**Run 1: logic cells by family**

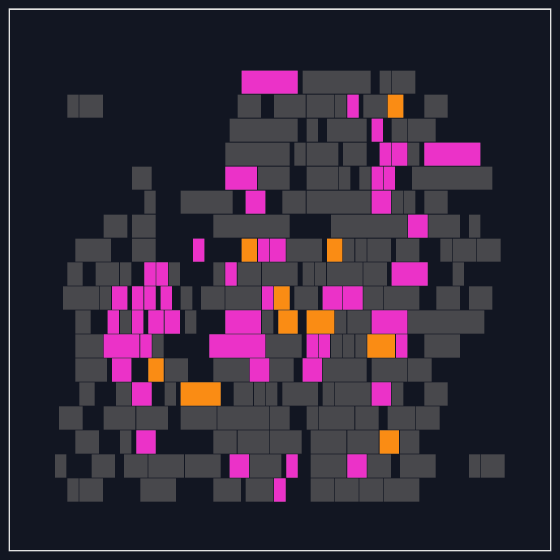
**Run 1: clock nets**

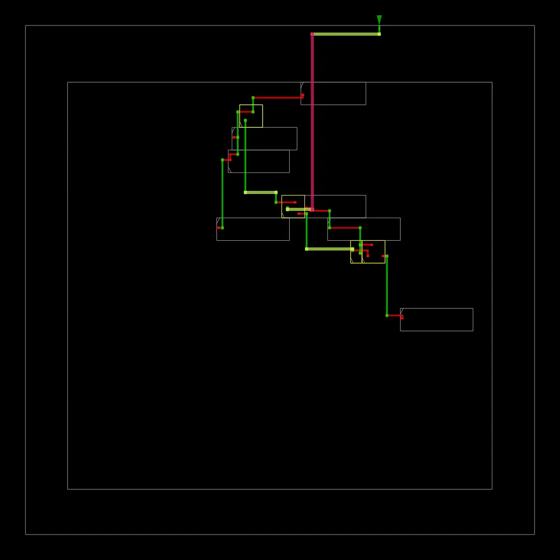
**Run 1: routed metal, one color a layer**

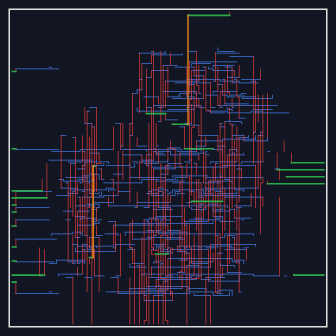
## config.mk

```make
export PLATFORM = sky130hd
export DESIGN_NAME = mem_control_fsm
export DESIGN_NICKNAME = d
export VERILOG_FILES = /design/src/rtl/mem_control_fsm.sv
export SDC_FILE = /design/constraint.sdc
export NUM_CORES = 1
export LEC_CHECK = 0
export ABC_AREA = 1
export CAP_MARGIN = 10
export CORE_MARGIN = 5
export CORE_UTILIZATION = 30
export CTS_CLUSTER_DIAMETER = 30
export CTS_CLUSTER_SIZE = 25
export DETAILED_ROUTE_END_ITERATION = 8
export GPL_TIMING_DRIVEN = 0
export PLACE_DENSITY_LB_ADDON = 0.15
export SYNTH_ARGS = -nofsm -noshare
export SYNTH_HDL_FRONTEND = slang
export SYNTH_SLANG_ARGS = --single-unit
```

## constraint.sdc

```tcl
create_clock -name clock -period 1.4 [get_ports clock]
set_input_delay 0.28 -clock clock [delete_from_list [all_inputs] [get_ports clock]]
set_output_delay 0.28 -clock clock [all_outputs]
set_load 0.02 [all_outputs]
```

## src/rtl/mem_control_fsm.sv

```systemverilog
// mem_control_fsm: multi-cycle controller sequencing fetch, decode, memory and stack traffic for the PC/SP/memory datapath
module mem_control_fsm #(
  parameter int MEM_WAIT = 0
) (
  input  logic        clock,
  input  logic        reset,
  input  logic [15:0] inst,
  input  logic        comp_true,
  output logic        MemWrite,
  output logic [1:0]  MemSrc,
  output logic [2:0]  MemDst,
  output logic [2:0]  PCSrc,
  output logic [2:0]  SPSrc,
  output logic        PCWrite,
  output logic        SPWrite,
  output logic        InstWrite,
  output logic        RegWrite,
  output logic [1:0]  RegWSel,
  output logic        AluWrite,
  output logic        halted,
  output logic        illegal,
  output logic [2:0]  state
);
  typedef enum logic [2:0] {
    FETCH  = 3'd0,
    DECODE = 3'd1,
    EXEC   = 3'd2,
    MEMRD  = 3'd3,
    MEMWR  = 3'd4,
    WB     = 3'd5,
    SPADJ  = 3'd6,
    HALT   = 3'd7
  } state_t;
  localparam logic [3:0] WAIT_MAX = 4'(MEM_WAIT);
  state_t cur, nxt;
  logic [3:0] wcnt;
  logic [3:0] op;
  logic mem_st, last, bad_op;
  logic unused_inst;
  assign op          = inst[15:12];
  assign unused_inst = ^inst[11:0];
  assign mem_st      = (cur == FETCH) || (cur == MEMRD) || (cur == MEMWR);
  assign last        = wcnt == WAIT_MAX;
  assign bad_op      = (op >= 4'd9) && (op <= 4'd14);
  // state register and wait counter; the counter restarts on every state change
  always_ff @(posedge clock) begin
    if (!reset) begin
      cur  <= FETCH;
      wcnt <= 4'd0;
    end else begin
      cur  <= nxt;
      wcnt <= (nxt != cur) ? 4'd0 : (mem_st && !last) ? wcnt + 4'd1 : wcnt;
    end
  end
  // next-state selection; memory states hold until the final wait count
  always_comb begin
    nxt = cur;
    case (cur)
      FETCH:  nxt = last ? DECODE : FETCH;
      DECODE: begin
        case (op)
          4'd0, 4'd5, 4'd6, 4'd7, 4'd8: nxt = EXEC;
          4'd1, 4'd4:                   nxt = MEMRD;
          4'd2:                         nxt = MEMWR;
          4'd3:                         nxt = SPADJ;
          4'd15:                        nxt = HALT;
          default:                      nxt = FETCH;
        endcase
      end
      EXEC:   nxt = FETCH;
      MEMRD:  nxt = last ? WB : MEMRD;
      MEMWR:  nxt = last ? FETCH : MEMWR;
      WB:     nxt = (op == 4'd4) ? SPADJ : FETCH;
      SPADJ:  nxt = (op == 4'd3) ? MEMWR : FETCH;
      HALT:   nxt = HALT;
      default: nxt = FETCH;
    endcase
  end
  // datapath controls; a low reset masks every enable and select in the same cycle
  always_comb begin
    InstWrite = reset && (cur == FETCH) && last;
    PCWrite   = reset && (((cur == FETCH) && last) ||
                ((cur == EXEC) && ((op == 4'd5) || (op == 4'd6) || (op == 4'd7) || ((op == 4'd8) && comp_true))));
    PCSrc     = (!reset || cur != EXEC) ? 3'd0 :
                (op == 4'd5) ? 3'd1 :
                (op == 4'd6) ? 3'd3 :
                (op == 4'd7) ? 3'd2 :
                (op == 4'd8) ? 3'd4 : 3'd0;
    MemSrc    = !reset ? 2'd0 :
                (cur == MEMRD) ? ((op == 4'd4) ? 2'd1 : 2'd2) :
                (cur == MEMWR) ? ((op == 4'd3) ? 2'd1 : 2'd2) : 2'd0;
    MemWrite  = reset && (cur == MEMWR) && last;
    MemDst    = 3'd0;
    SPWrite   = reset && (cur == SPADJ);
    SPSrc     = (reset && (cur == SPADJ) && (op == 4'd4)) ? 3'd1 : 3'd0;
    RegWrite  = reset && (cur == WB);
    RegWSel   = 2'd0;
    AluWrite  = reset && (cur == EXEC) && (op == 4'd0);
    illegal   = reset && (cur == DECODE) && bad_op;
    halted    = cur == HALT;
    state     = cur;
  end
endmodule

```

==> results.py, run 1 <==
# Metrics from the implementation run
metrics = {
    "final_timing": {
        "period_used_pct": 114,
        "setup_slack_ps": -193,
        "fmax_mhz": 628,
        "hold_violations": 0,
        "drv_slew": 0,
        "fin_crit_ps": 1590,
        "finalSetupViolCount": 17,
    },
    "logic_synthesis": {
        "ys_chip_area_um2": 787,
        "top_cell_area_share_pct": 17.8,
        "ys.flop_type": "dfxtp_1",
        "synth-adder-area-share_pct": 3.18,
        "edf_count": 0,
        "mux_area_share_pct": 0,
    },
    "critical_path": {
        "regToRegStartpoint": "wcnt[0]",
        "start_kind": "flop",
        "slowest_delay_ps": 400,
        "endpoint_kind": "output pin",
        "crit_path_max_fanout": 5,
        "critPathRequiredTime_ps": 1120,
    },
    "pwr": {
        "power.internal_uw": 500,
        "p_seq_uw": 229,
        "p_total_uw": 841,
        "pwr-share-clk_pct": 21.4,
    },
    "clock_tree": {
        "htreeDepth": 1,
        "hold_buffers": 0,
        "cts_tree": "built",
        "clockBufferDepth": 2,
    },
    "flow_run": {
        "tool_warnings": 42,
        "drv_cap": 0,
    },
    "placed_design": {
        "place_congestion": 0.882,
    },
    "status": {
        "status": "finished with violations",
        "violations": "setup timing",
    },
    "floorplanning": {
        "rows": 18,
        "die_area_mm2": 0.00375,
        "ios": 43,
    },
    "layout": {
        "num-fill-cells": 226,
    },
    "routing": {
        "vias": 1111,
        "routed_via_density": 4.81,
        "antenna_left": 0,
    },
    "global_routing": {
        "grt_use_met2_pct": 27.0,
    },
}
-- 'logic cells by family' (at the start) --
- orange: inverting AOI/OAI gates (cells 10; where center)
- magenta: NAND gates (cells 48)
Final Non-Filler Cells: 231
commonest non-fill, non-tap cell in the layout: buf_4
logic share of the area: 48.8%

-- 'clock nets' (at the start) --
Flop Count: 7
clk sinks: 7
Final Skew: 0.612 ps
CTS buffer count: 3
Power Clock: 180 µW

-- 'routed metal, one color a layer' (at the start) --
- blue: met1 (wire length 1,210 µm)
- red: met2 (wire length 1,530 µm)
- orange: met4 (wire length 38.8 µm)
- green: met3 (wire length 93.0 µm)
All-Layer GR Usage: 15.5%
final WL: 2860 µm

==> run 1: final cells by class <==
class / count / area share (%)
Tap cell: 30 / 2.39
Sequential cell: 7 / 9.80
Timing Repair Buffer: 50 / 27.0
Inverter: 22 / 6.06
Multi-Input combinational cell: 110 / 48.8
Buffer: 8 / 4.22
Clock buffer: 4 / 1.67
==> run 1: placed cells by master, fill, tap and decap left out, types with 4 or more instances in the layout <==
master	Yosys	final
buf_4	7	36
buf_6	0	11
conb_1	1	7
inv_1	14	7
inv_2	6	12
nand2_1	33	22
nand2_2	4	11
nand2_4	0	4
nand3_1	8	5
nor2_1	23	13
nor2_2	3	4
nor2_4	0	9
nor3_2	1	9
**Run 1: clock wires, drivers and flops**

The bar under the picture is 20 µm long.
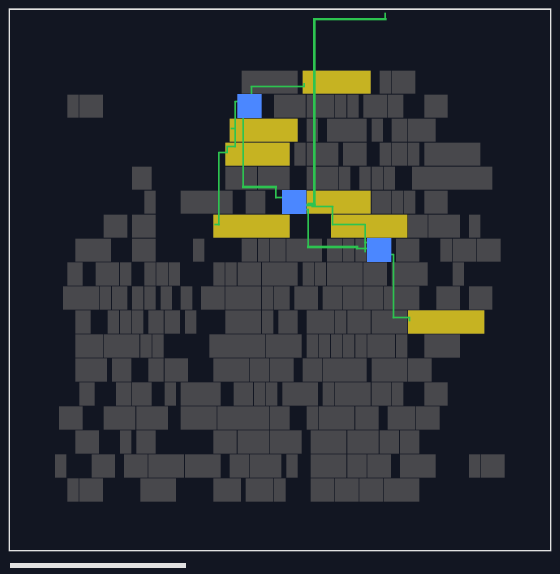

==> run 1 -> run 2 <==
--- a/config.mk
+++ b/config.mk
@@ -5,10 +5,10 @@
 export SDC_FILE = /design/constraint.sdc
 export NUM_CORES = 1
 export LEC_CHECK = 0
-export ABC_AREA = 1
+export ABC_CLOCK_PERIOD_IN_PS = 1400
 export CAP_MARGIN = 10
 export CORE_MARGIN = 5
-export CORE_UTILIZATION = 30
+export CORE_UTILIZATION = 35
 export CTS_CLUSTER_DIAMETER = 30
 export CTS_CLUSTER_SIZE = 25
 export DETAILED_ROUTE_END_ITERATION = 8
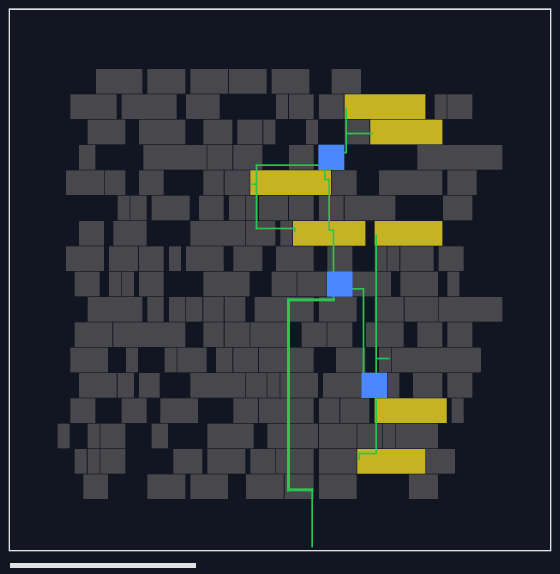
**Above:** run 2 (clock wires, drivers and flops).
The bar under the picture is 20 µm long.
- green: clock wires (length 118 µm)
- blue: cells driving clock nets (count 3)
- yellow: flip-flops (count 7)
- routed clock nets: 4
Power Clock: 183 µW
Clk pwr share: 20.2%
Final Skew: 1.35 ps

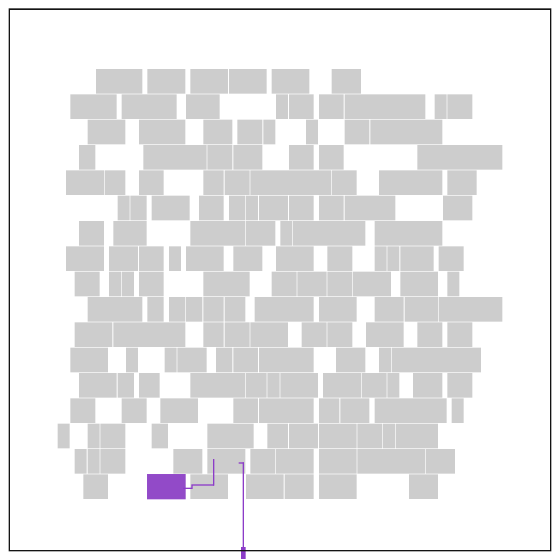
**Above:** run 2 (I/O nets highlighted).
- purple: MemWrite (direction output; end cells 1; wire 15.8 µm)
IO Port Bufs: 21
Top Ports: 43

==> run 2 against run 1 <==
  * The flow still finishes with violations (setup timing)
  * Hold slack lost 160 ps
  * Clock power is essentially flat
  * Setup slack lost 230 ps
  * Maximum frequency shrank 12%
  * Sequential share of layout area is essentially flat
  * Routed wire length shrank 11%
  * Clock-buffer cell count is the same
  * Design area shrank 1.6%
  * Utilization grew 7.0 points
  * Critical endpoint is now PCSrc[2]
  * Highest routed layer unchanged
==> results.py, run 2 <==
# Metrics from the implementation run
metrics = {
    "status": {
        "violations": "setup timing",
        "status": "finished with violations",
    },
    "layout": {
        "clock_cell_area_share_pct": 1.70,
        "bufAreaShareNonClock_pct": 36.4,
        "flop-count": 7,
        "nNonClkInverters": 4,
        "num-clock-buffers": 4,
        "seq_share_pct": 9.80,
        "largestClassByArea": "combinational gates",
        "mostFrequentLayoutCells": "29 x buf_4, 23 x buf_6, 9 x nand2_1",
        "layout.cells.most_common": "buf_4",
        "nMultiInputCombCells": 84,
        "comb_area_share_pct": 48.7,
    },
    "pwr": {
        "p_total_uw": 906,
    },
    "logic_synthesis": {
        "mux_area_share_pct": 1.24,
        "edf_count": 0,
        "ys_chip_area_um2": 806,
        "synth-adder-area-share_pct": 3.11,
        "top_cell_area_share_pct": 17.4,
        "ys.flop_type": "dfxtp_1",
    },
    "global_routing": {
        "grt_usage_pct": 14.6,
        "grt_pass1_wl_um": 3860,
        "grt_use_met2_pct": 27.1,
        "use_met1_pct": 15.7,
        "grt-ovfl-total": 0,
    },
    "clock_tree": {
        "numCtsBuffers": 3,
        "cts_tree": "built",
        "htreeDepth": 1,
        "clockBufferDepth": 2,
        "clock-sinks": 7,
        "hold_buffers": 0,
    },
    "critical_path": {
        "critPathRequiredTime_ps": 1120,
        "endpoint_kind": "output pin",
        "crit_path_max_fanout": 5,
        "start_kind": "flop",
    },
    "routing": {
        "antenna_left": 0,
        "routed_via_density": 4.93,
        "drc": 0,
        "wl_um": 2540,
    },
    "floorplanning": {
        "tapCellCount": 28,
        "rows": 17,
        "die_area_mm2": 0.00336,
    },
    "flow_run": {
        "drv_cap": 0,
    },
    "final_timing": {
        "setup_slack_ps": -419,
        "drv_slew": 0,
        "finalSetupViolCount": 17,
        "fmax_mhz": 550,
    },
    "placed_design": {
        "place_congestion": 0.799,
    },
}
run 2: power breakdown:
part	switching, µW	internal (µW)	leakage [µW]
Clock	74.6	109	0.0000150
Combinational	253	243	0.000618
Sequential	15.3	212	0.0000596
Total	343	563	0.000693
run 2: stage by stage:
stage	area, µm²	instances	setup TNS, ps	utilization (%)	hold WS [ps]
global placement	1120	158	-13130	50.5	526
CTS	1370	180	-4270	61.9	385
floorplan	871	109	-655	-	462
global route	1550	188	-4790	69.9	373
detailed placement	1120	158	-13530	50.5	544
finish	1550	188	-3560	69.9	381
run 2: worst max-delay path, delay by kind of cell (launching register included):
kind                   cells  cell delay (ps)
buffers and inverters      2              260
and+or+nand+nor            4              700
DFF                        1              340
**Run 2: logic cells by family**

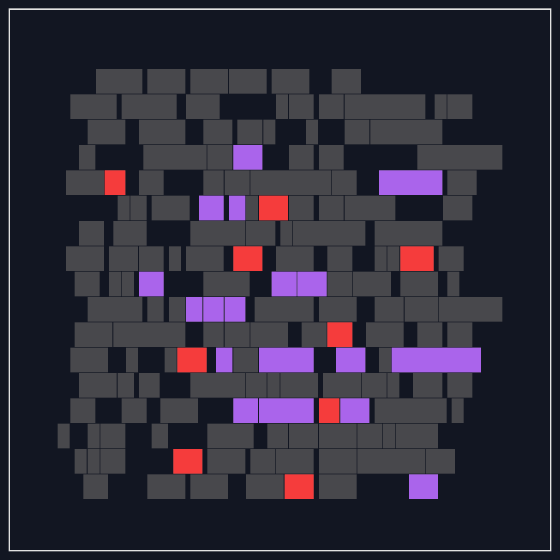

==> run 2 -> run 3 <==
==> constraint.sdc (replaced) <==
create_clock -name clock -period 1.4 [get_ports clock]
set_input_delay 0.28 -clock clock [delete_from_list [all_inputs] [get_ports clock]]
set_output_delay 0.28 -clock clock [all_outputs]
set_load 0.1 [all_outputs]
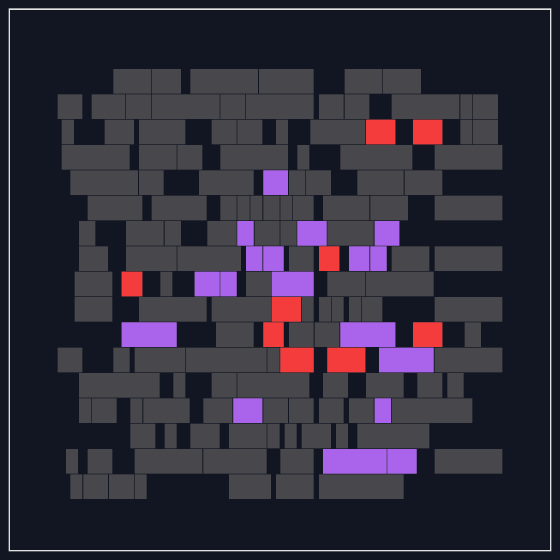
**Above:** run 3 (logic cells by family).
- red: AND and OR gates (cells 9)
- purple: inverting AOI/OAI gates (cells 18; where center)
Final Non-Filler Cells: 183
logic share of the area: 47.2%

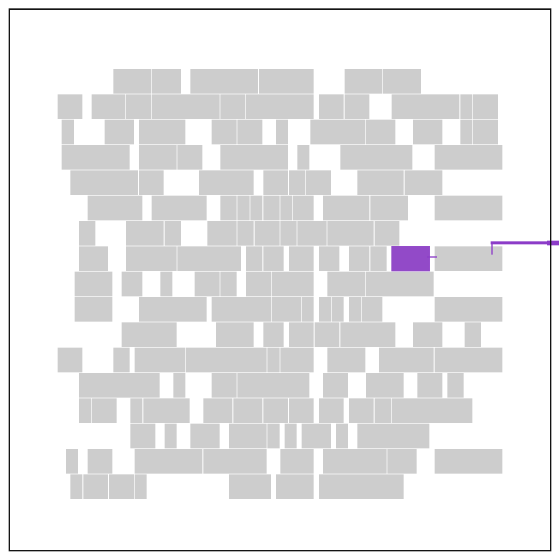
**Above:** run 3 (I/O nets highlighted).
- purple: MemWrite (direction output; end cells 1; wire 7.90 µm)

==> run 3 against run 2 <==
  * The flow still finishes with violations (setup timing)
  * Synthesized cell count unchanged
  * Hold slack better by 9.6 ps
  * Largest power group unchanged
  * Sequential power down 3%
  * Area after synthesis is the same
  * Die size unchanged
  * First-iteration DRC count decreased by 40%
  * Flip-flop count stayed put
  * Utilization increased by 3.7 points
  * Maximum frequency decreased by 8.5%
==> results.py, run 3 <==
# Metrics from the implementation run
metrics = {
    "routing": {
        "drc": 0,
        "antenna_left": 0,
        "wl_um": 2690,
        "routed_via_density": 5.20,
    },
    "logic_synthesis": {
        "ys_chip_area_um2": 806,
        "top_cell_area_share_pct": 17.4,
        "ys.flop_type": "dfxtp_1",
    },
    "pwr": {
        "pwr-share-comb_pct": 64.2,
        "power-top-group": "combinational logic",
        "power.internal_uw": 563,
        "p_total_uw": 1130,
        "switching_power_uw": 563,
        "p_seq_uw": 220,
        "pwr-share-clk_pct": 16.3,
        "p_comb_uw": 722,
        "p_clk_uw": 184,
    },
    "placed_design": {
        "dp.cells": 158,
        "port_buffers": 21,
    },
    "critical_path": {
        "endpoint_kind": "output pin",
        "critPathRequiredTime_ps": 1120,
        "crit_path_max_fanout": 5,
        "cpLargestDelayFamily": "simple AND/OR/NAND/NOR gates",
        "path_buffers": 2,
        "cp_num_cells": 6,
    },
    "global_routing": {
        "grt_usage_pct": 15.2,
        "grt_pass1_wl_um": 3970,
        "use_met1_pct": 19.8,
    },
    "final_timing": {
        "skew_ps": 3.40,
        "finalSetupViolCount": 14,
        "drv_slew": 0,
        "hold_slack_ps": 390,
        "setup_slack_ps": -589,
    },
    "floorplanning": {
        "die_area_mm2": 0.00336,
    },
    "clock_tree": {
        "clock-sinks": 7,
        "clockBufferDepth": 2,
        "cts_tree": "built",
        "hold_buffers": 0,
    },
    "layout": {
        "layout.cells.most_common": "buf_4",
        "utilization_pct": 73.6,
        "design_area_mm2": 0.00163,
    },
    "status": {
        "status": "finished with violations",
        "violations": "setup timing",
    },
    "flow_run": {
        "drv_cap": 0,
    },
}
-- run 3: cell counts after synthesis --
Identical to the previous run, type by type.
-- run 3: logic make-up after synthesis --
kind of cell    count (synthesis)  share of synthesized area [%]
flops                           7                           17.4
xor+xnor                        4                           4.35
simple gates                   50                           38.8
buf+inv                        18                           17.2
fa+ha+maj                       2                           3.11
mux                             1                           1.24
other cells                     1                          0.465
compound gates                 20                           17.4
-- run 3: cell type report --
cell class                 instances  area share (%)
tap                               28            2.15
multi-input combinational         84            47.2
buffer                            13            7.84
sequential                         7            9.45
timing repair buffer              43            30.4
clock buffer                       4            1.61
inverter                           4            1.31
-- run 3: what timing repair did --
item                       4_1_cts  5_1_grt
cloned                           0        1
pin swaps                        8       11
buffers inserted                12       10
setup endpoints to repair       24       21
gates resized                  159       22
Power figures rest on the tool's default switching activity, not on a simulated workload.
